### Cell density map, run 1

(10 px per um) 9 x 9 tiles, from white (low) to dark blue (high), 0 to 100% covered.
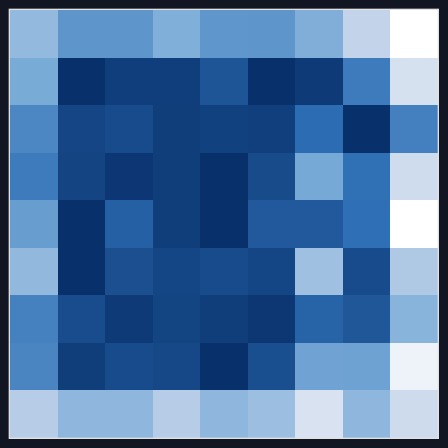
### M3 wires, run 1

(12 px per um) Cells faint in the background.
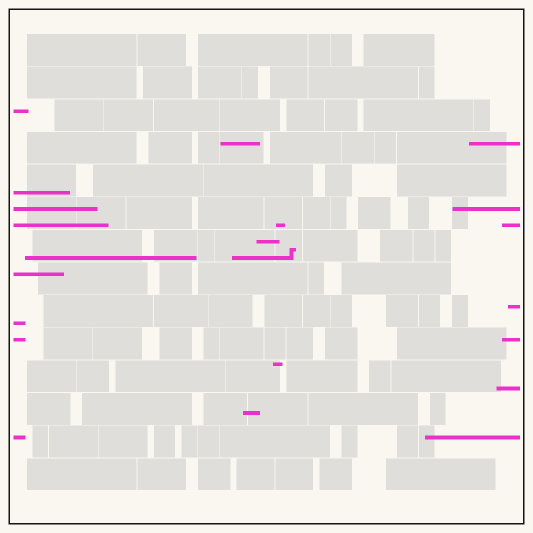
### Signal wires on met1, run 1

(6 px per um) Supply wires on this layer in grey.
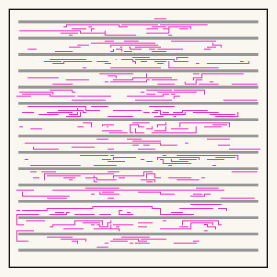
<file path="src/rtl/suma_uno_pkg.sv">
// Shared widths and types for the suma_uno incrementer.
package suma_uno_pkg;

    localparam int unsigned SUMA_UNO_WIDTH = 16;
    localparam int unsigned NIBBLE         = 4;

    typedef logic [15:0] tupla_t;

    // Number of nibble slices needed for a given operand width.
    function automatic int unsigned nib_count(input int unsigned w);
        return w / NIBBLE;
    endfunction

endpackage

</file>
<file path="src/rtl/suma_uno_nibble.sv">
// Combinational 4-bit incrementer slice: sum = a + cin, with carry-out and all-ones propagate.
import suma_uno_pkg::*;

module suma_uno_nibble (
    input  logic [3:0] a,
    input  logic       cin,
    output logic [3:0] sum_c,
    output logic       cout_c,
    output logic       prop_c
);

    always_comb begin
        prop_c = &a;
        sum_c  = a + 4'(cin);
        cout_c = cin & prop_c;
    end

endmodule

</file>
<file path="src/rtl/suma_uno.sv">
// Registered increment-by-one with carry (wrap) and zero flags, one cycle of latency.
// Optional saturating mode: define SUMA_UNO_SAT_EN to clamp all-ones input at all-ones.
import suma_uno_pkg::*;

module suma_uno #(
    parameter int unsigned WIDTH = SUMA_UNO_WIDTH
) (
    input  logic             clk,
    input  logic             rst,
    input  logic             in_valid,
    input  logic [WIDTH-1:0] tupla,
    output logic             out_valid,
    output logic [WIDTH-1:0] respuesta,
    output logic             carry,
    output logic             zero
);

    localparam int unsigned NIB_CNT = nib_count(WIDTH);

    logic [NIB_CNT-1:0] prop_c;
    logic [NIB_CNT-1:0] cin_c;
    logic [NIB_CNT-1:0] cout_c;
    logic [WIDTH-1:0]   sum_c;
    logic [WIDTH-1:0]   res_c;
    logic               wrap_c;
    logic               zero_c;
    logic               unused_c;

    // Lookahead: nibble k sees a carry-in only if every lower nibble is all ones.
    always_comb begin
        logic all_p;
        cin_c = '0;
        for (int k = 0; k < int'(NIB_CNT); k++) begin
            all_p = 1'b1;
            for (int j = 0; j < k; j++) begin
                all_p = all_p & prop_c[j];
            end
            cin_c[k] = all_p;
        end
    end

    for (genvar k = 0; k < int'(NIB_CNT); k++) begin : g_nib
        suma_uno_nibble u_nib (
            .a      (tupla[k*NIBBLE +: NIBBLE]),
            .cin    (cin_c[k]),
            .sum_c  (sum_c[k*NIBBLE +: NIBBLE]),
            .cout_c (cout_c[k]),
            .prop_c (prop_c[k])
        );
    end

    // Lower carry-outs are implied by the lookahead terms; only the top one is the wrap.
    assign unused_c = ^{cout_c[NIB_CNT-2:0], prop_c[NIB_CNT-1]};

    always_comb begin
        wrap_c = cout_c[NIB_CNT-1];
`ifdef SUMA_UNO_SAT_EN
        res_c  = wrap_c ? '1 : sum_c;
`else
        res_c  = sum_c;
`endif
        zero_c = (res_c == '0);
    end

    // Result registers load only on a valid operand; out_valid tracks in_valid.
    always_ff @(posedge clk or posedge rst) begin
        if (rst) begin
            out_valid <= 1'b0;
            respuesta <= '0;
            carry     <= 1'b0;
            zero      <= 1'b0;
        end else begin
            out_valid <= in_valid;
            if (in_valid) begin
                respuesta <= res_c;
                carry     <= wrap_c;
                zero      <= zero_c;
            end
        end
    end

endmodule

</file>
<file path="config.mk">
export PLATFORM = sky130hd
export DESIGN_NAME = suma_uno
export DESIGN_NICKNAME = d
export VERILOG_FILES = /design/src/rtl/suma_uno_pkg.sv /design/src/rtl/suma_uno_nibble.sv /design/src/rtl/suma_uno.sv
export SDC_FILE = /design/constraint.sdc
export NUM_CORES = 1
export LEC_CHECK = 0
export CAP_MARGIN = 20
export CORE_UTILIZATION = 57
export CTS_BUF_LIST = sky130_fd_sc_hd__clkbuf_8
export DETAILED_ROUTE_END_ITERATION = 12
export DONT_BUFFER_PORTS = 1
export PLACE_DENSITY = 0.76
export SLEW_MARGIN = 10
export SYNTH_ARGS = -nofsm -noshare
export SYNTH_HDL_FRONTEND = slang
export SYNTH_SLANG_ARGS = --single-unit
export TNS_END_PERCENT = 10
</file>
<file path="constraint.sdc">
create_clock -name clk -period 0.8 [get_ports clk]
set_input_delay 0.08 -clock clk [delete_from_list [all_inputs] [get_ports clk]]
set_output_delay 0.08 -clock clk [all_outputs]
set_load 0.005 [all_outputs]
</file>
==> metrics.cfg, run 1 <==
[placed_design]
place_hpwl_um=1330
globalplace.congestion=0.734
port_buffers=0
dp_worst_setup_slack_ns=-1.07
placedInstanceArea_um2=1130

[routing]
dr_vias_cell=5.96
routedWlPerCell_um=17.8
firstDrtPassIters=4
dr.first_iter.drc_count=26
met1_length_um=889
ant_nets=0
wl_met3_um=73

[setup_path]
worst_path_dominant_cell_family=simple AND/OR/NAND/NOR gates
timing.critical_path.fanout_max=2
worst_setup_path_type=input pin to flop
worstPathArrival_ns=1.84
worstSetupStartpoint=tupla[8]
reg2reg_slack_ns=0.01
r2r_start=respuesta[13]
critical_path_cell_count=7
worstSetupEndpointType=flop
worstPathCellList=nand4_1 > nor3_2 > ha_2 > ha_4 > or4b_1 > or3_1 > o22ai_2
critPathCapture=zero
worstRegToRegCells=1

[yosys]
floorplan.nets=111
synth.top_cells.by_count=19 x sky130_fd_sc_hd__dfrtp_1, 10 x sky130_fd_sc_hd__nor2_1, 9 x sky130_fd_sc_hd__a21oi_1, 8 x sky130_fd_sc_hd__ha_1, 7 x sky130_fd_sc_hd__mux2_2
yosys.stat.chipArea_um2=947
xor_area_share_pct=7.40
synth.logic.top_family=simple AND/OR/NAND/NOR gates
ys_async_sr_fraction_pct=100
synth_compound_gate_area_share_pct=7.13
post_synth_and_or_nand_nor_area_fraction_pct=13.5
synth_area_leader_cell=sky130_fd_sc_hd__dfrtp_1
area_leaders=sky130_fd_sc_hd__dfrtp_1 50%, sky130_fd_sc_hd__ha_1 11%, sky130_fd_sc_hd__mux2_2 8.3%

[run_status]
run_status=finished with violations
failed_checks=negative hold slack, negative setup slack

[pwr]
power_report.internal_total_w=0.00162
power.clock.fraction_pct=30.8
total_switching_power_w=0.000495
peakVddDrop_mv=1.27
flop_latch_power_w=0.00111
power_leader=registers
leakage_nw=0.550

[sta]
timing.setup.tns_ns=-2.99
hold-worst-slack_ns=-0.150
worst_slew_pin_slew_ns=0.245
final_critical_path_setup_slack_ns=-0.861
final-setup-viol-count=19
fmax_mhz=602
final_hold_viol_count=18

[clock_network]
max_buffers_root_to_sink=2
clock_sinks=19
tritoncts=built
cts.root.buffer_cell=sky130_fd_sc_hd__clkbuf_8
cts_htree_levels=1
clock_latency_ns=0.25
post_cts.resized_instances=11
cts_hold_repair.buffers=3
clk_transition_reported_paths_ns=0.07

[final_layout]
layout.comb_gates.multi_input=58
layout_top_cells=19 x sky130_fd_sc_hd__dfrtp_1, 11 x sky130_fd_sc_hd__buf_4, 10 x sky130_fd_sc_hd__nor2_1
top_cell_class_by_occupied_area=logic gates
num-nonclk-inverters=4
lay_top_count=sky130_fd_sc_hd__dfrtp_1
clock_buffers=3
nNonClkBuffers=21
largest_register_ff_count=16
comb_area_share_pct=41.8
flops=19
max_flop_register=respuesta
drive_gt1_share_pct=37.7
sequential_cell_area_um2=475

[worst_hold_path]
worstHoldEndpoint=out_valid

[run]
max_cap_viol_count=0
openroad.warnings=32

[global_routing]
first_pass_grt_wire_length_um=3260
antenna_found_initial=0
grt_start_max_net_pins=31

[die]
io_pins=38
well_tap_count=16

Notes on 'Cell density map' above:
The emptiest ninth of the die: bottom right. 52% of the tiles are over 75% full. The mean over all tiles is 69%. The fullest tile reaches 100%.
placeable core area: 1520 um2
Starting Density: 62.2%
final core occ: 84.2%

Notes on 'M3 wires' above:
The layer carries 73.2 um of wire. The layer holds 3.4% of the routed length. The longest straight run is 14.0 um.
final WL: 2170 um
detailed-route via count: 727

Notes on 'Signal wires on met1' above:
The longest straight run is 28.5 um. The layer carries 890 um of wire. The layer holds 41% of the routed length. 126 nets have wire on it. The wires run mostly horizontal.
met1 track demand over resource: 28.6%

--- run 2 (diff from run 1) ---
ABC_CLOCK_PERIOD_IN_PS = 800   (was not set)
### Cell density map, run 2

(10 px per um) 9 x 9 tiles, from white (low) to dark blue (high), 0 to 100% covered.
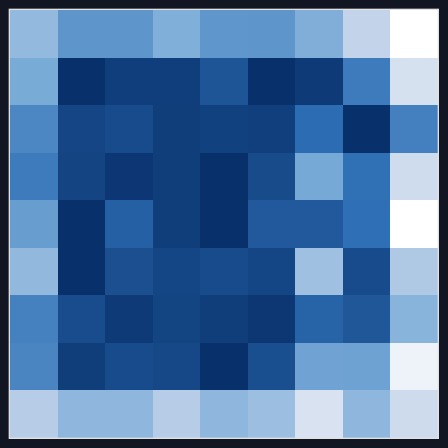
The emptiest ninth of the die: bottom right. The fullest tile reaches 100%. The mean over all tiles is 69%. 2.5% of the tiles are nearly empty. 52% of the tiles are over 75% full.

### Signal wires on met1, run 2

(6 px per um) Supply wires on this layer in grey.
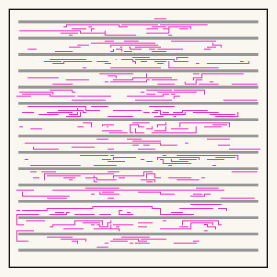
The longest straight run is 28.5 um. 126 nets have wire on it. The layer holds 41% of the routed length.

==> run 2 against run 1 <==
Effect of this change: the run still ends with negative hold slack, negative setup slack left; wire length is the same; critical endpoint unchanged; hold slack is the same; final cell count is the same; setup slack is the same; synthesized cell count is the same; first-iteration DRC count is the same; clock skew is the same; largest power group unchanged; die size is the same; sequential power is essentially flat.
==> metrics.cfg, run 2 <==
[run_status]
run_status=finished with violations
failed_checks=negative hold slack, negative setup slack

[final_layout]
drive_gt1_share_pct=37.7  ; unchanged
largest_register_ff_count=16  ; unchanged
num-nonclk-inverters=4  ; unchanged
clock_buffers=3  ; unchanged
max_flop_register=respuesta
layout_top_cells=19 x sky130_fd_sc_hd__dfrtp_1, 11 x sky130_fd_sc_hd__buf_4, 10 x sky130_fd_sc_hd__nor2_1
flops=19  ; unchanged
layout.cells.non_filler=122
seq_area_share_pct=37.1
nNonClkBuffers=21  ; unchanged
top_cell_class_by_occupied_area=logic gates
comb_area_share_pct=41.8  ; unchanged
layout.comb_gates.multi_input=58  ; unchanged
antenna_cells=0
finalCoreUtilization_pct=84.2  ; unchanged

[clock_network]
cts_hold_repair.buffers=3  ; unchanged
clock_latency_ns=0.25  ; about the same
cts.root.buffer_cell=sky130_fd_sc_hd__clkbuf_8
cts_htree_levels=1  ; unchanged
clock_sinks=19  ; unchanged
tritoncts=built
post_cts.resized_instances=11  ; unchanged

[yosys]
xor_area_share_pct=7.40  ; unchanged
synth.top_cells.by_count=19 x sky130_fd_sc_hd__dfrtp_1, 10 x sky130_fd_sc_hd__nor2_1, 9 x sky130_fd_sc_hd__a21oi_1, 8 x sky130_fd_sc_hd__ha_1, 7 x sky130_fd_sc_hd__mux2_2
yosys.stat.chipArea_um2=947  ; unchanged
post_synth_and_or_nand_nor_area_fraction_pct=13.5  ; unchanged
synth_area_leader_cell=sky130_fd_sc_hd__dfrtp_1
synth.distinct_cells=18
floorplan.nets=111  ; unchanged
synth.logic.top_family=simple AND/OR/NAND/NOR gates
ys_async_sr_fraction_pct=100  ; unchanged
area_leaders=sky130_fd_sc_hd__dfrtp_1 50%, sky130_fd_sc_hd__ha_1 11%, sky130_fd_sc_hd__mux2_2 8.3%
synth_compound_gate_area_share_pct=7.13  ; unchanged

[die]
io_pins=38  ; unchanged
fp-utilization_pct=62.2  ; unchanged
die_width_um=42.8
placeableCoreArea_um2=1520  ; unchanged
well_tap_count=16  ; unchanged

[routing]
met1_length_um=889  ; unchanged
dr.first_iter.drc_count=26  ; unchanged
vias=727  ; unchanged
dr_vias_cell=5.96  ; unchanged
ant_nets=0  ; unchanged
wl_met3_um=73  ; unchanged

[global_routing]
grt_start_max_net_pins=31  ; unchanged
grtUsageMet1_pct=28.6  ; unchanged
antenna_found_initial=0  ; unchanged
first_pass_grt_wire_length_um=3260  ; unchanged

[setup_path]
worstSetupEndpointType=flop
critPathCapture=zero
timing.critical_path.fanout_max=2  ; unchanged
worstSetupStartpoint=tupla[8]
worstPathCellList=nand4_1 > nor3_2 > ha_2 > ha_4 > or4b_1 > or3_1 > o22ai_2
worstPathArrival_ns=1.84  ; about the same
worst_setup_path_type=input pin to flop
reg2reg_slack_ns=0.01  ; about the same
worst_path_dominant_cell_family=simple AND/OR/NAND/NOR gates
r2r_start=respuesta[13]
critical_path_cell_count=7  ; unchanged
worstRegToRegCells=1  ; unchanged

[pwr]
power.clock.fraction_pct=30.8  ; about the same
power_report.internal_total_w=0.00162  ; unchanged
leakage_nw=0.550  ; unchanged
flop_latch_power_w=0.00111  ; about the same
peakVddDrop_mv=1.27  ; unchanged
finalPower_w=0.00211
total_switching_power_w=0.000495  ; unchanged
power_leader=registers

[placed_design]
placedInstanceArea_um2=1130  ; unchanged
port_buffers=0  ; unchanged
place_hpwl_um=1330  ; unchanged
globalplace.congestion=0.734  ; unchanged
dp_worst_setup_slack_ns=-1.07  ; unchanged

[sta]
final_critical_path_setup_slack_ns=-0.861  ; unchanged
final_hold_viol_count=18  ; unchanged
worst_slew_pin_slew_ns=0.245  ; unchanged
final-setup-viol-count=19  ; unchanged
fmax_mhz=602  ; unchanged
hold-worst-slack_ns=-0.150  ; unchanged
timing.setup.tns_ns=-2.99  ; unchanged
period_needed_ns=1.66

[worst_hold_path]
worstHoldEndpoint=out_valid
hold_depth=0

[run]
openroad.warnings=32  ; unchanged
max_cap_viol_count=0  ; unchanged

--- run 3 (diff from run 2) ---
CORE_UTILIZATION = 58   (was 57)
PLACE_DENSITY = 0.77   (was 0.76)
SYNTH_HIERARCHICAL = 1   (was not set)
### Cell density map, run 3

(8 px per um) 9 x 9 tiles, from white (low) to dark blue (high), 0 to 100% covered.
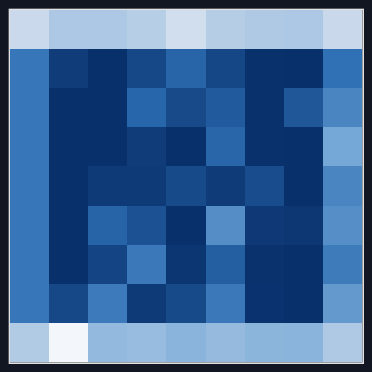
The mean over all tiles is 75%. 56% of the tiles are over 75% full. The fullest tile reaches 100%.
Starting Density: 65.1%
final core occ: 93.1%
placeable core area: 1580 um2

### Clock wires, drivers and flops, run 3

(8 px per um)
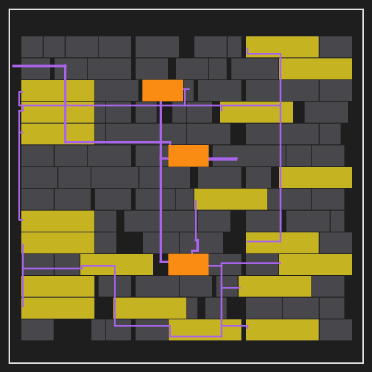
flip-flops: marked yellow, count 19. clock wires: marked purple, length 234 um. clock drivers: marked orange, count 3.
Position of the flops: all over the die.
insertion delay at the late pin of the worst-skew pair: 0.26 ns
reported clock group power: 0.000669 W
maximum clock skew at final layout: 0 ns
clock network fraction of total power: 28.5%

==> run 3 against run 2 <==
Effect of this change: global-route usage up 7.3 points; the flow finishes with violations (design-rule violations, negative hold slack, negative setup slack); non-clock buffer count up 5; die size up 6.1%; sequential power about the same; final cell count down 2.5%; area after synthesis up 8.3%; final area up 14%; synthesized cell count down 11%; sequential share of layout area down 4.7 points; clock-buffer cell count unchanged; wire length up 42%; clock power up 3%.
==> metrics.cfg, run 3 <==
[final_layout]
layout.comb_gates.multi_input=52  ; -10%
clock_buffers=3  ; unchanged
num-nonclk-inverters=2  ; -2
top_cell_class_by_occupied_area=logic gates
comb_area_share_pct=44.6  ; +2.8 points
flops=19  ; unchanged
area_share_nonclk_buffers_pct=18.1
layout_top_cells=19 x sky130_fd_sc_hd__dfrtp_1, 18 x sky130_fd_sc_hd__buf_6, 12 x sky130_fd_sc_hd__mux2_4
nNonClkBuffers=26  ; +24%
sequential_cell_area_um2=475
multi_input_comb_area_um2=654
antenna_cells=0  ; unchanged
layout.cells.non_filler=119  ; -2.5%
seq_area_share_pct=32.4  ; -4.7 points
drive_gt1_share_pct=58.3  ; +21 points
largest_register_ff_count=16  ; unchanged
finish.net_count=131
max_flop_register=respuesta

[clock_network]
cts.root.buffer_cell=sky130_fd_sc_hd__clkbuf_8
tritoncts=built
cts_hold_repair.buffers=1  ; -2
max_buffers_root_to_sink=2
post_cts.resized_instances=37  ; +26
clock_sinks=19  ; unchanged
cts_post_setup_buffers_inserted=1
cts_htree_levels=1  ; unchanged
clk_transition_reported_paths_ns=0.07

[setup_path]
crit-reg2reg-capture=respuesta[15]
worstSetupStartpoint=tupla[4]
timing.critical_path.fanout_max=2  ; unchanged
worst_path_dominant_cell_family=simple AND/OR/NAND/NOR gates
worstRegToRegCells=1  ; unchanged
critical_path_cell_count=8  ; +1
worstPathCellList=and4_4 > and3_4 > ha_4 > ha_4 > xor2_2 > nor4_2 > nand3_1 > o22ai_1
worstSetupEndpointType=flop
worstPathArrival_ns=1.42  ; -0.42 ns
critPathRequiredTime_ns=0.98
critical_path.most_common_cell=sky130_fd_sc_hd__ha_4
worst_setup_path_type=input pin to flop
crit_path_start_kind=input pin
critPathCapture=zero
r2r_start=respuesta[15]
reg2reg_slack_ns=-0.02  ; -0.03 ns

[pwr]
power_switching_share_pct=24.7
pwr-share-seq_pct=48.4
power.combinational.total_w=0.000542
total_switching_power_w=0.000580  ; +17%
power_report.internal_total_w=0.00177  ; +9.5%
combinationalPowerShare_pct=23.1
power_leader=registers
finalPower_w=0.00235  ; +11%
leakage_nw=0.672  ; +22%
peakVddDrop_mv=1.62  ; +27%
flop_latch_power_w=0.00114  ; about the same

[placed_design]
dp_worst_setup_slack_ns=-0.753  ; +0.322 ns
port_buffers=0  ; unchanged
globalplace.congestion=0.761  ; +3.7%
placedInstanceArea_um2=1190  ; +4.9%
place_hpwl_um=1600  ; +21%

[global_routing]
first_pass_grt_wire_length_um=4170  ; +28%
number_of_global_route_vias_before_repair=844
use_met3_pct=7.76
global_route.usage.total_pct=31.6
grtUsageMet1_pct=36.2  ; +7.6 points
grt_start_max_net_pins=21  ; -32%
groute.layer.met2.usage_pct=56.5
antenna_found_initial=0  ; unchanged

[sta]
final-setup-viol-count=32  ; +13
period_utilisation_layout_pct=155
grt_setup_unrepaired=yes
hold-worst-slack_ns=-0.155  ; -0.00532 ns
timing.setup.tns_ns=-3.93  ; -0.946 ns
period_needed_ns=1.24  ; -0.420 ns
final_critical_path_setup_slack_ns=-0.440  ; +0.420 ns
fmax_mhz=806  ; +34%
final_hold_viol_count=17  ; -1

[die]
die_area_um2=1940
num_rows=14
die_width_um=44.1  ; +3.0%
die_y_um=44.1
io_pins=38  ; unchanged
well_tap_count=16  ; unchanged

[routing]
vias=773  ; +6.3%
met2_length_um=1600
wl_met3_um=228  ; +210%
ant_nets=0  ; unchanged
firstDrtPassIters=10
routedWlPerCell_um=25.9
dr.first_iter.drc_count=15  ; -42%
met1_length_um=1130  ; +28%
dr_vias_cell=6.50  ; +9.0%
remaining_drc_errors=1

[yosys]
floorplan.nets=102  ; -8.1%
synth_area_um2=1030
synth-warning-count=6
syn_avg_cell_area_um2=13.7

[run]
max_cap_viol_count=0  ; unchanged
openroad.warnings=31  ; -3.1%

[worst_hold_path]
hold_depth=0  ; unchanged
worstHoldPathType=input pin to flop
hp-start=in_valid
worstHoldEndpoint=out_valid

[run_status]
run_status=finished with violations
failed_checks=design-rule violations, negative hold slack, negative setup slack

Power is estimated from default activity; no workload was simulated.
